Design p_mem, sky130hd; sources not shown.
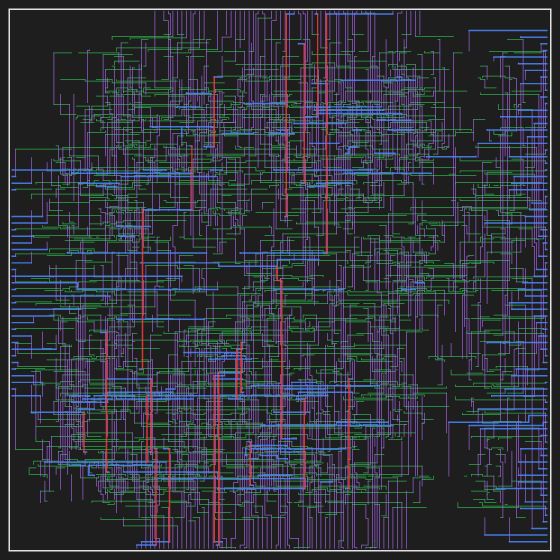
**Above:** routed metal, one colour a layer.
- met1: green (wire length 7250 um)
- met2: purple (wire length 9100 um)
- met4: red (wire length 480 um)
- met3: blue (wire length 1480 um)
All-Layer GR Usage: 0.291
routed length per placed instance: 19.2 um

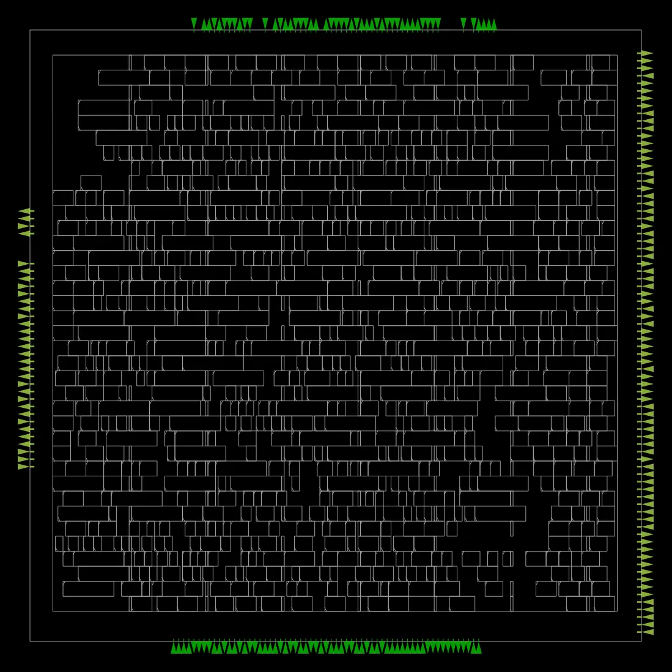
**Above:** placement view.
Seq/total area: 0.261
tally of non-filler cells in the final layout: 955

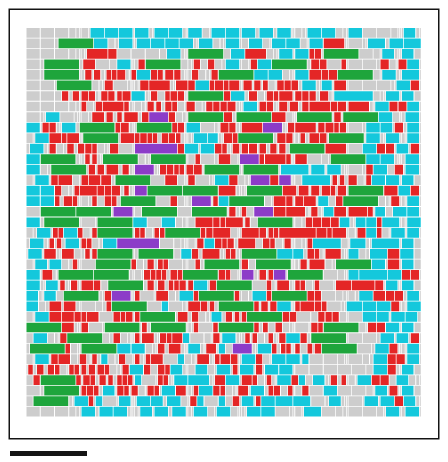
**Above:** placed cells, one colour a class.
Scale bar: 20 um. Fill, decap, tap and diode cells in grey.
- other buffers and delay cells: cyan (cells 245)
- flops: green (cells 78)
- clock drivers and dummy loads: purple (cells 16)
- all other logic: red (cells 480)
Post-Layout Inst Area: 7490 sq um
Core Util, Final: 0.729
area of the core region: 10300 sq um

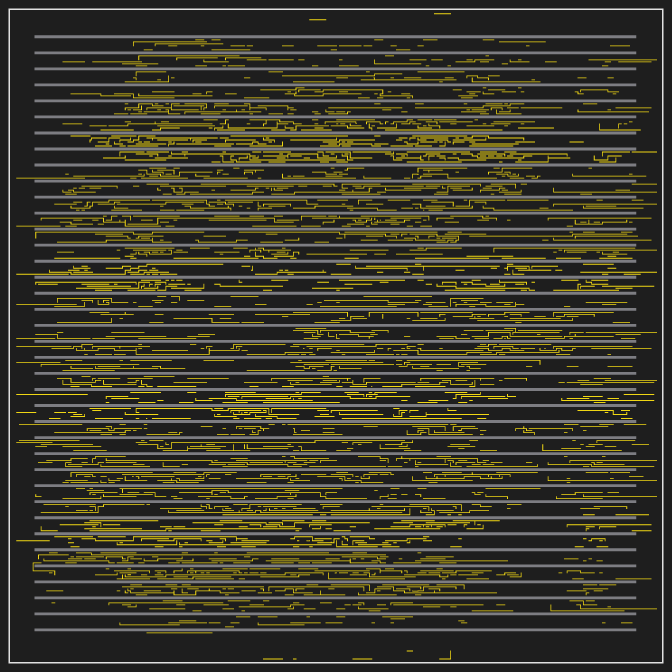
**Above:** M1 wires.
Supply wires on this layer in grey.
- share of all routed wire: 40%
- nets with wire on the layer: 812
met1 track utilization from global routing: 0.366
detailed-route via count: 5592
drt total wl: 18300 um

==> results.py <==
# Metrics from the implementation run
metrics = {
    "outcome": {
        "outcome": "complete, no violations",
    },
    "synth": {
        "topCombFamilyByArea": "AND-OR/OR-AND gates",
        "ys_sh_simple": 0.235,
        "syn_avg_cell_area_sq_um": 8.03,
        "synthAdderAreaFrac": 0.0207,
        "synth-edff-count": 0,
        "post_synth_aoi_oai_area": 0.284,
        "async_flop_share": 1.00,
        "synth_xor_xnor_area_share": 0.00542,
        "flip_flop_cell_with_the_highest_count_after_synthesis": "sky130_fd_sc_hd__dfrtp_1",
        "netlist_top_cells_area": "sky130_fd_sc_hd__dfrtp_1 (40%), sky130_fd_sc_hd__o21ai_0 (9.7%), sky130_fd_sc_hd__nand2_1 (7.3%)",
        "synth.top_cells.by_count": "sky130_fd_sc_hd__nand2_1 (94), sky130_fd_sc_hd__o21ai_0 (94), sky130_fd_sc_hd__dfrtp_1 (78), sky130_fd_sc_hd__nor2_1 (62), sky130_fd_sc_hd__a21oi_1 (47)",
        "syn-num-nets": 724,
    },
    "detailed_routing": {
        "firstDrtPassIters": 5,
        "wl_met1_um": 7250,
        "antenna_violating_nets_post_route": 0,
        "wire_length_on_met3_um": 1480,
        "metal2_wl_um": 9100,
    },
    "worst_setup_path": {
        "worst_reg_to_reg_path_cell_count": 7,
        "critical_path_cell_by_cell": "clkdlybuf4s50_1 > nor2_1 > nor2_1 > nor3_4 > buf_4 > buf_6 > a22o_1 > dlygate4sd2_1",
        "path_buffers": 4,
        "startpoint_type": "input port",
        "reg2reg_slack_ns": 1.09,
        "cpLargestDelayFamily": "buffers and inverters",
        "crit_slowest_cell": "sky130_fd_sc_hd__clkdlybuf4s50_1",
        "timing.critical_path.to_type": "primary output",
        "highest_cell_delay_on_the_worst_timing_path_ns": 0.54,
        "timing.critical_path.fanout_max": 17,
    },
    "finish": {
        "layout-drive-gt1-share": 0.100,
        "final_nets": 935,
        "ff_latch_area_sq_um": 1950,
        "layout.clock_buffers": 10,
        "nNonClkInverters": 6,
        "layout_overhead_on_the_synthesized_area_pct": 54.6,
        "flop-count": 78,
        "multiInputCombCellCount": 474,
        "filler_cell_count": 824,
        "combGateArea_sq_um": 2720,
        "buffers_excl_clock": 245,
    },
    "final_timing": {
        "final-max-slew-violation-count": 0,
        "finalCritPeriodShare": 0.996,
        "worst-slew-pin-transition_ns": 0.819,
        "totalNegativeSetupSlack_ns": 0,
        "setup_viol": 0,
        "worst_slack_ns": 0.0146,
        "timing.hold.ws_ns": 0.400,
        "final.min_clock_period_ns": 3.49,
        "clock.fmax_mhz": 287,
        "maxSlewHeadroom": 0.450,
    },
    "die": {
        "ios": 221,
        "fp.dieH_um": 111,
        "die_width_um": 111,
        "std_cell_rows": 37,
    },
    "power_and_ir_drop": {
        "pwr.group.sequential_uw": 1730,
        "pwr_total_uw": 5960,
        "share_comb_of_total_power": 0.579,
        "cellPowerDensity_nw_per_um2": 796,
        "clock_power_share": 0.132,
        "clockNetworkPower_uw": 787,
        "power.combinational.total_uw": 3450,
        "p_seq_frac": 0.289,
        "power.switching_uw": 2640,
        "dominant_power_group": "combinational cells",
        "intPower_uw": 3330,
    },
    "flow_run": {
        "stage_log_warning_count": 34,
        "timing.max_cap.violations": 0,
    },
    "global_route": {
        "grt_first_pass_wirelength_um": 29100,
        "groute.layer.met2.usage": 0.491,
        "grt_antenna_before_repair": 0,
        "grt_start_max_net_pins": 58,
        "via_count_of_the_first_global_routing_pass": 5419,
        "grt_util_met3": 0.0652,
    },
    "placement": {
        "place.detailed.hpwl_um": 13700,
        "port-buffer-count": 220,
    },
    "clocking": {
        "worst_skew_pair_latency_ns": 0.36,
        "tritoncts": "yes",
        "cts_root_buffer": "sky130_fd_sc_hd__clkbuf_8",
    },
}
